### config.mk
export PLATFORM = sky130hd
export DESIGN_NAME = key_spi_master
export DESIGN_NICKNAME = d
export VERILOG_FILES = /design/src/rtl/tetris_key_pkg.sv /design/src/rtl/key_spi_master_miso_sync.sv /design/src/rtl/key_spi_master.sv
export SDC_FILE = /design/constraint.sdc
export NUM_CORES = 1
export LEC_CHECK = 0
export ABC_AREA = 1
export CORE_MARGIN = 5
export CORE_UTILIZATION = 35
export CTS_CLUSTER_SIZE = 20
export DETAILED_ROUTE_END_ITERATION = 10
export SYNTH_ARGS = -nofsm -noshare
export SYNTH_HDL_FRONTEND = slang
export SYNTH_HIERARCHICAL = 1
export SYNTH_SLANG_ARGS = --single-unit
### constraint.sdc
create_clock -name clk -period 1.89 [get_ports clk]
set_input_delay 0.567 -clock clk [delete_from_list [all_inputs] [get_ports clk]]
set_output_delay 0.567 -clock clk [all_outputs]
set_load 0.02 [all_outputs]
### src/rtl/tetris_key_pkg.sv
// Shared constants, state encoding and key-byte classification for the
// keypad SPI initiator.
package tetris_key_pkg;

  // Key code reported while no key is held.
  localparam logic [3:0] KEY_NONE = 4'hD;

  // SHIFT lasts this many sclk cycles. The first sample is the responder's
  // pipeline slot and falls off the top of the 8-bit shift register.
  localparam int unsigned SHIFT_BITS = 9;

  // Field positions inside the received key byte.
  localparam int unsigned PRESSED_BIT = 7;
  localparam int unsigned ZERO_MSB    = 6;
  localparam int unsigned ZERO_LSB    = 4;

  // Byte sent by the responder when no key is held.
  localparam logic [7:0] RELEASED_BYTE = {4'h0, KEY_NONE};

  typedef enum logic [1:0] {
    IDLE,
    LOAD,
    SHIFT,
    DONE
  } state_e;

  typedef enum logic [1:0] {
    RX_RELEASED,
    RX_PRESSED,
    RX_BAD
  } rx_kind_e;

  // Classify a received byte as released, pressed or malformed.
  function automatic rx_kind_e classify(input logic [7:0] rx);
    if (rx == RELEASED_BYTE) begin
      return RX_RELEASED;
    end
    if (rx[PRESSED_BIT] && (rx[ZERO_MSB:ZERO_LSB] == 3'b000) &&
        (rx[3:0] != KEY_NONE)) begin
      return RX_PRESSED;
    end
    return RX_BAD;
  endfunction

endpackage

### src/rtl/key_spi_master_miso_sync.sv
// Two-flop synchroniser bringing the responder's miso into the clk domain.
module miso_sync (
  input  logic clk,
  input  logic rst_n,
  input  logic d,
  output logic q
);

  logic meta_q;
  logic sync_q;

  // Two-stage capture chain; output resets low.
  always_ff @(posedge clk or negedge rst_n) begin
    if (!rst_n) begin
      meta_q <= 1'b0;
      sync_q <= 1'b0;
    end else begin
      meta_q <= d;
      sync_q <= meta_q;
    end
  end

  assign q = sync_q;

endmodule

### src/rtl/key_spi_master.sv
// SPI initiator polling the keypad responder: periodic LOAD + SHIFT frame,
// byte collection and key decode with held state and one-cycle strobes.
module key_spi_master
  import tetris_key_pkg::*;
#(
  parameter int unsigned CLK_DIV     = 8,
  parameter int unsigned POLL_CYCLES = 65536
) (
  input  logic       clk,
  input  logic       reset,
  input  logic       enable,
  output logic       sclk,
  output logic       cs,
  output logic       mosi,
  input  logic       miso,
  output logic [3:0] key_code,
  output logic       key_down,
  output logic       key_press,
  output logic       frame_valid,
  output logic       frame_err,
  output logic       busy
);

  localparam int unsigned POLL_W = (POLL_CYCLES > 1) ? $clog2(POLL_CYCLES) : 1;
  localparam int unsigned HALF_W = (CLK_DIV > 1) ? $clog2(CLK_DIV) : 1;

  localparam logic [POLL_W-1:0] POLL_LAST  = POLL_W'(POLL_CYCLES - 1);
  localparam logic [HALF_W-1:0] HALF_LAST  = HALF_W'(CLK_DIV - 1);
  localparam logic [3:0]        SHIFT_LAST = 4'(SHIFT_BITS - 1);

  state_e            state_q, state_d;
  logic [POLL_W-1:0] poll_q, poll_d;
  logic [HALF_W-1:0] half_q, half_d;
  logic [3:0]        bit_q, bit_d;
  logic [7:0]        sr_q, sr_d;
  logic              sclk_q, sclk_d;
  logic              cs_q, cs_d;
  logic              busy_q, busy_d;
  logic [3:0]        key_code_q, key_code_d;
  logic              key_down_q, key_down_d;
  logic              key_press_q, key_press_d;
  logic              frame_valid_q, frame_valid_d;
  logic              frame_err_q, frame_err_d;

  logic              miso_s;
  logic              half_end;
  logic              sclk_fall;

  miso_sync u_miso_sync (
    .clk   (clk),
    .rst_n (reset),
    .d     (miso),
    .q     (miso_s)
  );

  // State and output registers; asynchronous return to the idle bus state.
  always_ff @(posedge clk or negedge reset) begin
    if (!reset) begin
      state_q       <= IDLE;
      poll_q        <= '0;
      half_q        <= '0;
      bit_q         <= '0;
      sr_q          <= '0;
      sclk_q        <= 1'b0;
      cs_q          <= 1'b1;
      busy_q        <= 1'b0;
      key_code_q    <= 4'h0;
      key_down_q    <= 1'b0;
      key_press_q   <= 1'b0;
      frame_valid_q <= 1'b0;
      frame_err_q   <= 1'b0;
    end else begin
      state_q       <= state_d;
      poll_q        <= poll_d;
      half_q        <= half_d;
      bit_q         <= bit_d;
      sr_q          <= sr_d;
      sclk_q        <= sclk_d;
      cs_q          <= cs_d;
      busy_q        <= busy_d;
      key_code_q    <= key_code_d;
      key_down_q    <= key_down_d;
      key_press_q   <= key_press_d;
      frame_valid_q <= frame_valid_d;
      frame_err_q   <= frame_err_d;
    end
  end

  // Poll timer, sclk generation, bit sequencing, sampling and decode.
  always_comb begin
    state_d       = state_q;
    poll_d        = poll_q;
    half_d        = half_q;
    bit_d         = bit_q;
    sr_d          = sr_q;
    sclk_d        = sclk_q;
    key_code_d    = key_code_q;
    key_down_d    = key_down_q;
    key_press_d   = 1'b0;
    frame_valid_d = 1'b0;
    frame_err_d   = 1'b0;

    half_end  = (half_q == HALF_LAST);
    sclk_fall = half_end && sclk_q;

    if (enable) begin
      poll_d = (poll_q == POLL_LAST) ? '0 : poll_q + 1'b1;
    end

    unique case (state_q)
      IDLE: begin
        if (enable && (poll_q == POLL_LAST)) begin
          state_d = LOAD;
          half_d  = '0;
          sclk_d  = 1'b0;
        end
      end

      LOAD: begin
        half_d = half_end ? '0 : half_q + 1'b1;
        if (half_end) begin
          sclk_d = ~sclk_q;
        end
        if (sclk_fall) begin
          state_d = SHIFT;
          bit_d   = '0;
        end
      end

      SHIFT: begin
        half_d = half_end ? '0 : half_q + 1'b1;
        if (half_end) begin
          sclk_d = ~sclk_q;
        end
        // Nine shifts into eight bits: the pipeline-slot sample drops out
        // of the top, leaving bits 7..0 in place when DONE is reached.
        if (sclk_fall) begin
          sr_d = {sr_q[6:0], miso_s};
          if (bit_q == SHIFT_LAST) begin
            state_d = DONE;
          end else begin
            bit_d = bit_q + 1'b1;
          end
        end
      end

      DONE: begin
        state_d = IDLE;
        unique case (classify(sr_q))
          RX_RELEASED: begin
            frame_valid_d = 1'b1;
            key_down_d    = 1'b0;
            key_code_d    = KEY_NONE;
          end
          RX_PRESSED: begin
            frame_valid_d = 1'b1;
            key_down_d    = 1'b1;
            key_code_d    = sr_q[3:0];
            key_press_d   = !key_down_q || (sr_q[3:0] != key_code_q);
          end
          default: begin
            frame_err_d = 1'b1;
          end
        endcase
      end

      default: begin
        state_d = IDLE;
      end
    endcase

    // Derived from the next state so both bus pins stay registered.
    cs_d   = (state_d != LOAD);
    busy_d = (state_d != IDLE);
  end

  assign sclk        = sclk_q;
  assign cs          = cs_q;
  assign mosi        = 1'b0;
  assign key_code    = key_code_q;
  assign key_down    = key_down_q;
  assign key_press   = key_press_q;
  assign frame_valid = frame_valid_q;
  assign frame_err   = frame_err_q;
  assign busy        = busy_q;

endmodule

run_1/congestion_map.png
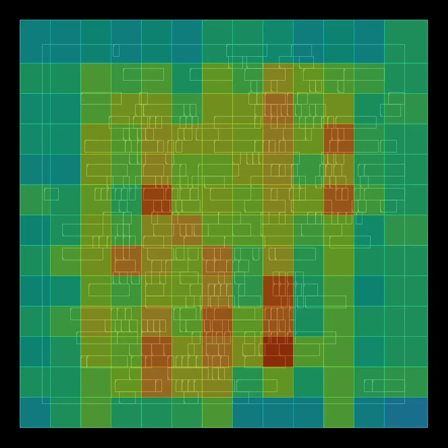
overall global routing resource usage: 0.1113
GR peak layer: met2
Core Util, Final: 0.4108
GR Layer Usage met1: 0.1372
GR Util met3: 0.02762

run_1/m1.png
Bar = 20 um.
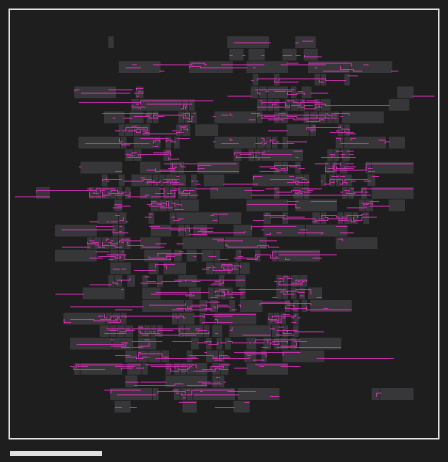
302 nets have wire on it. The longest straight run is 25.8 um. The layer carries 2060 um of wire. The wires run mostly horizontal.
drt total wl: 4.275 mm
routed vias: 1823

run_1/route_heat.png
The die is cut into 19 by 19 equal tiles; white is low, dark blue is high, scaled to the fullest tile. Values are wire area over tile area, all layers added.
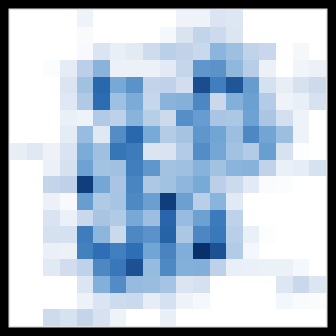
33% of the tiles are nearly empty. 17% of the tiles are over half the peak. The mean over all tiles is 0.078. The emptiest ninth of the die: lower right.
routed len/inst: 10.71 um

run_1/closeup.png
Bar = 5 um. Window x 59 to 79, y 59 to 79 um. Cells in gray, sequential cells in the stronger gray; small squares are vias.
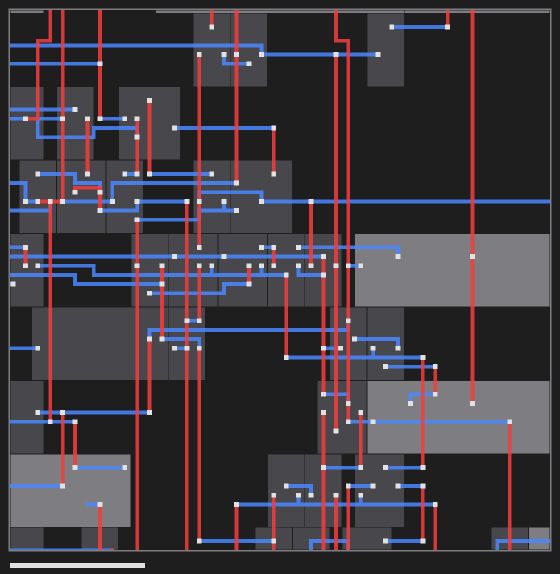
M1: drawn in blue. M2: drawn in red.
Sequential cells in the window: 2. 27 logic cells have their middle in the window. Netlist names of flops here include frame_err (1), key_code (1). Most frequent: nand2_1 (11), nand3_1 (4).

==> flow_metrics.env, run 1 <==
# yosys + openroad results
export IMPL_reg_top3="poll_q (16), sr_q (8)"
export IMPL_remaining_drc_errors=0
export IMPL_p_comb_mw=0.202
export IMPL_layout_top_cell="nand2_1"
export IMPL_drive_above_1_share=0.1003
export IMPL_syn_area_per_cell_um2=8.180
export IMPL_place_congestion=0.8042
export IMPL_dominant_cells="registers"
export IMPL_clkSinkCount=46
export IMPL_timing_final_ws_setup_ns=0.08379
export IMPL_wl_met3_um=117
export IMPL_layout_top_cells="nand2_1, dfrtp_1, inv_1, nand3_1, nor2_1"
export IMPL_worstReg2RegStart="half_q[0]$_DFFE_PN0P_"
export IMPL_drt_iter0_drc=46
export IMPL_top_cell="nand2_1"
export IMPL_met2_usage=0.1885
export IMPL_grt_pass1_vias=1808
export IMPL_cts_tree="done"
export IMPL_cts_root_buf="clkbuf_8"
export IMPL_buf_share=0.07344
export IMPL_comb_multi_input_count=202
export IMPL_synth_simple_gate_area_share=0.2939
export IMPL_cp_num_cells=1
export IMPL_ys_sh_adder=0.05762
export IMPL_fillers=656
export IMPL_dpl_cell_count=391
export IMPL_die_x_um=92.61
export IMPL_top_layer="met4"
export IMPL_antenna_left=0
export IMPL_irDropWorstVdd_mv=0.2677
export IMPL_status="finished, final reports clean"
export IMPL_clock_fmax_ghz=0.5536
export IMPL_post_dp_cell_area_um2=2678
export IMPL_power_clock_mw=0.572
==> run 2: changes to the inputs <==
- CELL_PAD_IN_SITES_DETAIL_PLACEMENT: unset -> 2
- CELL_PAD_IN_SITES_GLOBAL_PLACEMENT: unset -> 2
- CORE_UTILIZATION: 35 -> 32
- HOLD_SLACK_MARGIN: unset -> 0.03
- PLACE_DENSITY_LB_ADDON: unset -> 0.1
- clock period: 1.89 -> 1.5 ns (I/O delays scaled with it)
run_2/m1.png
Bar = 20 um.
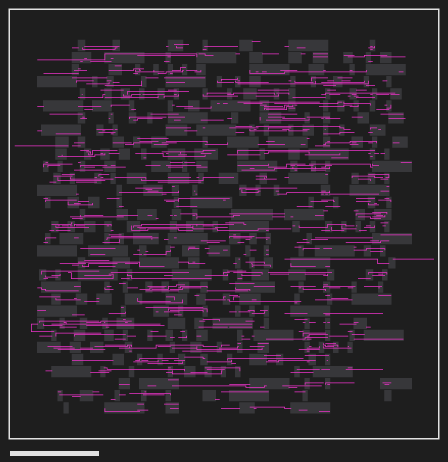
330 nets have wire on it. The layer carries 2880 um of wire. The layer holds 45% of the routed length. The longest straight run is 30.8 um.

==> flow_metrics.env, run 2 <==
# yosys + openroad results
export IMPL_utilization=0.4190
export IMPL_cp_num_cells=1
export IMPL_layout_top_cells="nand2_1, dfrtp_1, inv_1, buf_4"
export IMPL_status="finished, final reports clean"
export IMPL_met2_usage=0.2657
export IMPL_worstReg2RegStart="poll_q[1]$_DFFE_PN0P_"
export IMPL_drt_iter0_drc=31
export IMPL_avgRoutedWirePerCell_um=14.48
export IMPL_post_dp_cell_area_um2=2856
export IMPL_comb_multi_input_count=202
export IMPL_clock_fmax_ghz=0.6813
export IMPL_clkSinkCount=46
export IMPL_irDropWorstVdd_mv=0.3921
export IMPL_power_clock_mw=0.809
export IMPL_remaining_drc_errors=0
export IMPL_die_x_um=96.40
export IMPL_p_comb_mw=0.294
export IMPL_fillers=866
export IMPL_busiest_layer="met2"
export IMPL_top_cell="nand2_1"
export IMPL_grt_util_met1=0.1812
export IMPL_reg_top3="poll_q (16), sr_q (8)"
export IMPL_cts_root_buf="clkbuf_8"
run_2/closeup.png
Bar = 5 um. Window x 62 to 82, y 62 to 82 um. Cells in gray, sequential cells in the stronger gray; small squares are vias.
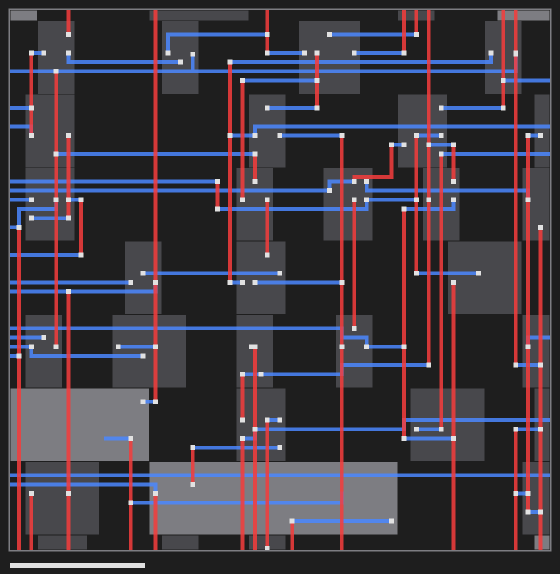
M1: drawn in blue. M2: drawn in red.
Sequential cells in the window: 2. Netlist names of flops here include key_code (1), sr_q (1). 25 logic cells have their middle in the window. Most frequent: nand2_1 (10), buf_4 (4).

